**config.mk**
```make
export PLATFORM = sky130hd
export DESIGN_NAME = inst_stream_encoder
export DESIGN_NICKNAME = d
export VERILOG_FILES = /design/src/rtl/inst_stream_encoder.sv
export SDC_FILE = /design/constraint.sdc
export NUM_CORES = 1
export LEC_CHECK = 0
export CAP_MARGIN = 15
export CORE_AREA = 2 2 89 91
export CTS_BUF_LIST = sky130_fd_sc_hd__clkbuf_16
export CTS_CLUSTER_SIZE = 28
export DETAILED_ROUTE_END_ITERATION = 10
export DIE_AREA = 0 0 91 93
export HOLD_SLACK_MARGIN = 0.06
export PLACE_DENSITY = 0.86
export SYNTH_ARGS = -nofsm -noshare
export SYNTH_HDL_FRONTEND = slang
export SYNTH_SLANG_ARGS = --single-unit
export TNS_END_PERCENT = 20
```
**constraint.sdc**
```tcl
create_clock -name clk -period 3 [get_ports clk]
set_input_delay 0.45 -clock clk [delete_from_list [all_inputs] [get_ports clk]]
set_output_delay 0.45 -clock clk [all_outputs]
set_load 0.005 [all_outputs]
```
**src/rtl/inst_stream_encoder.sv**
```systemverilog
// rtl/inst_stream_encoder.sv - symbolic instruction to MIPS word encoder and program loader
// Writes encoded words into instruction memory, then releases the core.
module inst_stream_encoder #(
  parameter int ADDR_W = 10
) (
  input  logic              clk,
  input  logic              rst,
  input  logic              start,
  input  logic              in_valid,
  output logic              in_ready,
  input  logic [3:0]        in_op,
  input  logic [4:0]        in_rs,
  input  logic [4:0]        in_rt,
  input  logic [4:0]        in_rd,
  input  logic [15:0]       in_imm,
  input  logic [25:0]       in_target,
  input  logic              in_last,
  output logic              mem_we,
  output logic [ADDR_W-1:0] mem_addr,
  output logic [31:0]       mem_wdata,
  input  logic              mem_ack,
  output logic              core_run,
  output logic              done,
  output logic              full,
  output logic              err,
  output logic [ADDR_W:0]   count
);

  typedef enum logic [1:0] {S_IDLE, S_WRITE, S_DONE, S_ERROR} state_t;

  localparam logic [ADDR_W-1:0] LAST_ADDR = {ADDR_W{1'b1}};

  state_t            state, state_nxt;
  logic [ADDR_W-1:0] wptr;
  logic              last_q;
  logic [31:0]       word;
  logic              legal;
  logic              accept;

  // Opcode/funct map shared with the pipeline decoder
  always_comb begin
    word  = 32'h0;
    legal = 1'b1;
    case (in_op)
      4'd0:    word = {6'b000000, in_rs, in_rt, in_rd, 5'b0, 6'b100000};
      4'd1:    word = {6'b000000, in_rs, in_rt, in_rd, 5'b0, 6'b100010};
      4'd2:    word = {6'b000000, in_rs, in_rt, in_rd, 5'b0, 6'b100100};
      4'd3:    word = {6'b000000, in_rs, in_rt, in_rd, 5'b0, 6'b100101};
      4'd4:    word = {6'b000000, in_rs, in_rt, in_rd, 5'b0, 6'b101010};
      4'd5:    word = {6'b100011, in_rs, in_rt, in_imm};
      4'd6:    word = {6'b101011, in_rs, in_rt, in_imm};
      4'd7:    word = {6'b000100, in_rs, in_rt, in_imm};
      4'd8:    word = {6'b000101, in_rs, in_rt, in_imm};
      4'd9:    word = {6'b001000, in_rs, in_rt, in_imm};
      4'd10:   word = {6'b001100, in_rs, in_rt, in_imm};
      4'd11:   word = {6'b000010, in_target};
      default: legal = 1'b0;
    endcase
  end

  assign accept = in_valid & in_ready;

  always_ff @(posedge clk or posedge rst) begin
    if (rst) state <= S_IDLE;
    else     state <= state_nxt;
  end

  always_comb begin
    state_nxt = state;
    in_ready  = 1'b0;
    done      = 1'b0;
    core_run  = 1'b0;
    err       = 1'b0;
    case (state)
      S_IDLE: begin
        in_ready = 1'b1;
        if (accept) state_nxt = legal ? S_WRITE : S_ERROR;
      end
      S_WRITE: begin
        if (mem_ack) state_nxt = (last_q || wptr == LAST_ADDR) ? S_DONE : S_IDLE;
      end
      S_DONE: begin
        done     = 1'b1;
        core_run = 1'b1;
        if (start) state_nxt = S_IDLE;
      end
      S_ERROR: begin
        err = 1'b1;
        if (start) state_nxt = S_IDLE;
      end
      default: state_nxt = S_IDLE;
    endcase
  end

  // wptr saturates at the last address so no write can land past the end
  always_ff @(posedge clk or posedge rst) begin
    if (rst) begin
      wptr      <= '0;
      count     <= '0;
      mem_we    <= 1'b0;
      mem_addr  <= '0;
      mem_wdata <= 32'h0;
      last_q    <= 1'b0;
      full      <= 1'b0;
    end else begin
      case (state)
        S_IDLE: begin
          if (accept && legal) begin
            mem_wdata <= word;
            mem_addr  <= wptr;
            last_q    <= in_last;
            mem_we    <= 1'b1;
          end
        end
        S_WRITE: begin
          if (mem_ack) begin
            mem_we <= 1'b0;
            count  <= count + (ADDR_W+1)'(1);
            if (wptr == LAST_ADDR) full <= 1'b1;
            else                   wptr <= wptr + ADDR_W'(1);
          end
        end
        S_DONE, S_ERROR: begin
          if (start) begin
            wptr  <= '0;
            count <= '0;
            full  <= 1'b0;
          end
        end
        default: ;
      endcase
    end
  end

endmodule

```
**Cell placement**

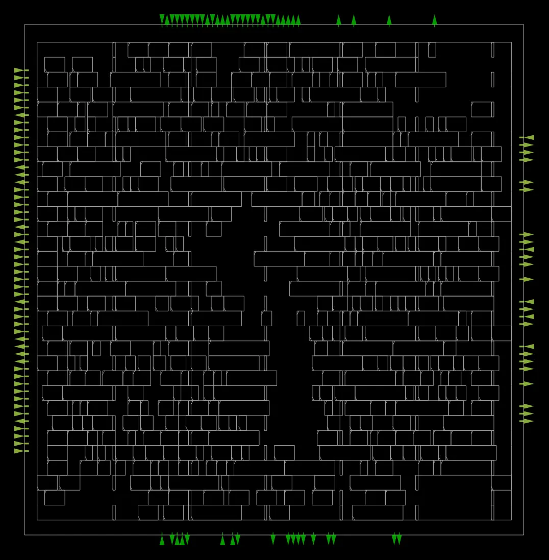
tap cell count: 102
fill cell count: 600
Cell Rows: 32

==> impl_results.html <==
<!-- implementation run metrics -->
<table>
<tr><th>Metric</th><th>Value</th></tr>
<tr><th colspan="2">Status</th></tr>
<tr><td>Status</td><td>finished clean</td></tr>
<tr><th colspan="2">Clock network</th></tr>
<tr><td>Postcts setup bufs</td><td>0</td></tr>
<tr><td>Clock tree from TritonCTS</td><td>done</td></tr>
<tr><td>Cts bufs inserted</td><td>9</td></tr>
<tr><th colspan="2">Cells and area</th></tr>
<tr><td>Core Util, Final</td><td>66.90%</td></tr>
<tr><td>Most common library cell in the layout ignoring fill and taps</td><td>sky130_fd_sc_hd__clkdlybuf4s50_1</td></tr>
<tr><td>Combinational gate area</td><td>0.001580 mm^2</td></tr>
<tr><td>Relative area change from synthesis to final layout</td><td>48.52%</td></tr>
<tr><th colspan="2">Yosys</th></tr>
<tr><td>Post-Syn Area per Cell</td><td>9.090 um^2</td></tr>
<tr><td>Cell area after synthesis</td><td>0.003391 mm^2</td></tr>
<tr><td>Dominant cell area share</td><td>49.45%</td></tr>
<tr><td>Sequential area share after synthesis</td><td>49.45%</td></tr>
<tr><th colspan="2">Power and ir drop</th></tr>
<tr><td>Leakage</td><td>0.002134 uW</td></tr>
<tr><td>Power Dens Cells</td><td>794.6 mW/mm^2</td></tr>
<tr><th colspan="2">Worst hold path</th></tr>
<tr><td>Hold path depth</td><td>2</td></tr>
<tr><td>Min-Delay Path Class</td><td>reg2reg</td></tr>
<tr><th colspan="2">Critical path</th></tr>
<tr><td>Highest cell delay on the worst timing path</td><td>600 ps</td></tr>
<tr><td>Endpoint arrival time on the critical path</td><td>1900 ps</td></tr>
<tr><td>Number of cells traversed by the worst register-to-register path</td><td>5</td></tr>
<tr><th colspan="2">GRT</th></tr>
<tr><td>First-pass GRT wire length</td><td>15740 um</td></tr>
<tr><td>Maximum number of pins on one net before global-route repair</td><td>39</td></tr>
<tr><td>Global router's overall resource usage</td><td>23.07%</td></tr>
<tr><th colspan="2">Job</th></tr>
<tr><td>Max Cap Viol</td><td>0</td></tr>
<tr><th colspan="2">Detailed routing</th></tr>
<tr><td>Drc violations</td><td>0</td></tr>
</table>
**Met3 routing**

The bar under the picture is 20 um long.
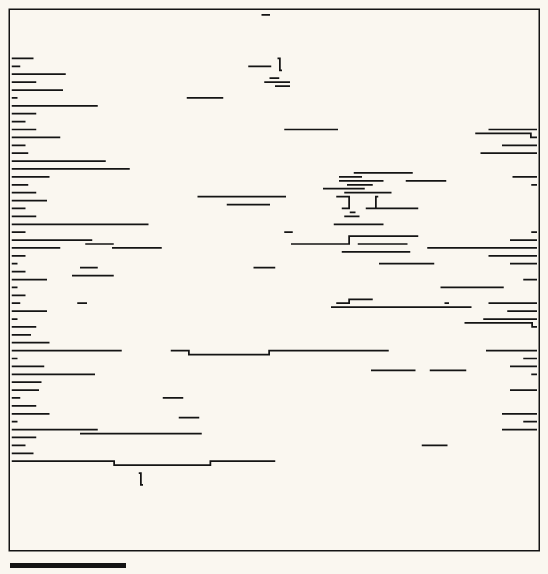
The layer holds 8.5% of the routed length. 107 nets have wire on it.

## final cells by class
| type | count | share of cell area (%) |
|---|---|---|
| Sequential cell | 67 | 33.29 |
| Multi-Input combinational cell | 274 | 31.38 |
| Timing Repair Buffer | 134 | 26.39 |
| Clock buffer | 9 | 4.472 |
| Tap cell | 102 | 2.534 |
| Clock inverter | 7 | 1.342 |
| Inverter | 8 | 0.5963 |
## sequential cells by signal, summed over array words and instances, names as in the netlist
signal     cells
mem_wdata     31
count         11
mem_addr      10
wptr          10
state          2
full           1
last_q         1
mem_we         1
## synth_stat cells, drive strengths merged, types with 2 or more instances
library cell	n
a21o	2
o22ai	3
nor3b	2
nand4	3
or3	5
a22oi	4
o31ai	3
and3b	2
xor2	6
o21ai	21
o2111ai	5
a221oi	23
mux2	2
nor2	51
inv	8
clkbuf	14
and3	4
dfrtp	67
nor3	2
nor2b	7
and2	5
buf	10
mux2i	4
nand2	64
nand2b	4
o211ai	3
a22o	3
or4	2
a21oi	24
nand3	3
ha	2
## critical path, delay by kind of cell (launching register included)
family / cells / cell delay [ps]
AND/OR/NAND/NOR: 1 / 420
flip-flops: 1 / 550
buffers and inverters: 1 / 600
## power by group
group | switching, uW | leakage [uW] | internal [uW]
clock | 391 | 0.000149 | 641
sequential | 264 | 0.000852 | 1210
combinational | 645 | 0.00113 | 850
## per-stage QoR
step / setup WS (ps) / total power (uW) / cells / cell area (um^2) / hold WS, ps
floorplan: 866.8 / 2113 / 373 / 3391 / 446.0
global placement: 717.0 / 2932 / 585 / 4743 / 460.0
detailed placement: 664.2 / 2984 / 585 / 4743 / 467.8
CTS: 687.4 / 4018 / 601 / 5036 / 482.3
global route: 488.5 / 4263 / 601 / 5036 / 511.4
finish: 645.4 / 4002 / 601 / 5036 / 479.2
## metal layers
layer | global-route usage, % | share of wire [%]
met1 | 28.48 | 41
met5 | 0 | 0
met4 | 6.692 | 1.2
met2 | 39.26 | 49
met3 | 7.010 | 8.5
## logic make-up after synthesis
group                    Yosys count  synth area share (%)
buffers and inverters             32                 4.243
AND-OR/OR-AND                    102                 21.14
AND/OR/NAND/NOR                  157                 20.92
multiplexers                       6                 1.845
XOR/XNOR                           6                 1.550
other                              1                0.1106
flip-flops                        67                 49.45
adder cells (fa/ha/maj)            2                0.7379
## path summary, 6_finish.rpt
path                                  start       endpoint  slack, ps
worst max-delay path               state[1]       in_ready        650
worst min-delay path            mem_addr[4]    mem_addr[4]        480
worst max register to register     state[1]  mem_wdata[15]        710
worst min register to register  mem_addr[4]    mem_addr[4]        480
max in group asynchronous               rst        wptr[9]       1830
min in group asynchronous               rst    mem_addr[4]        530
Power and IR drop assume default switching activity.
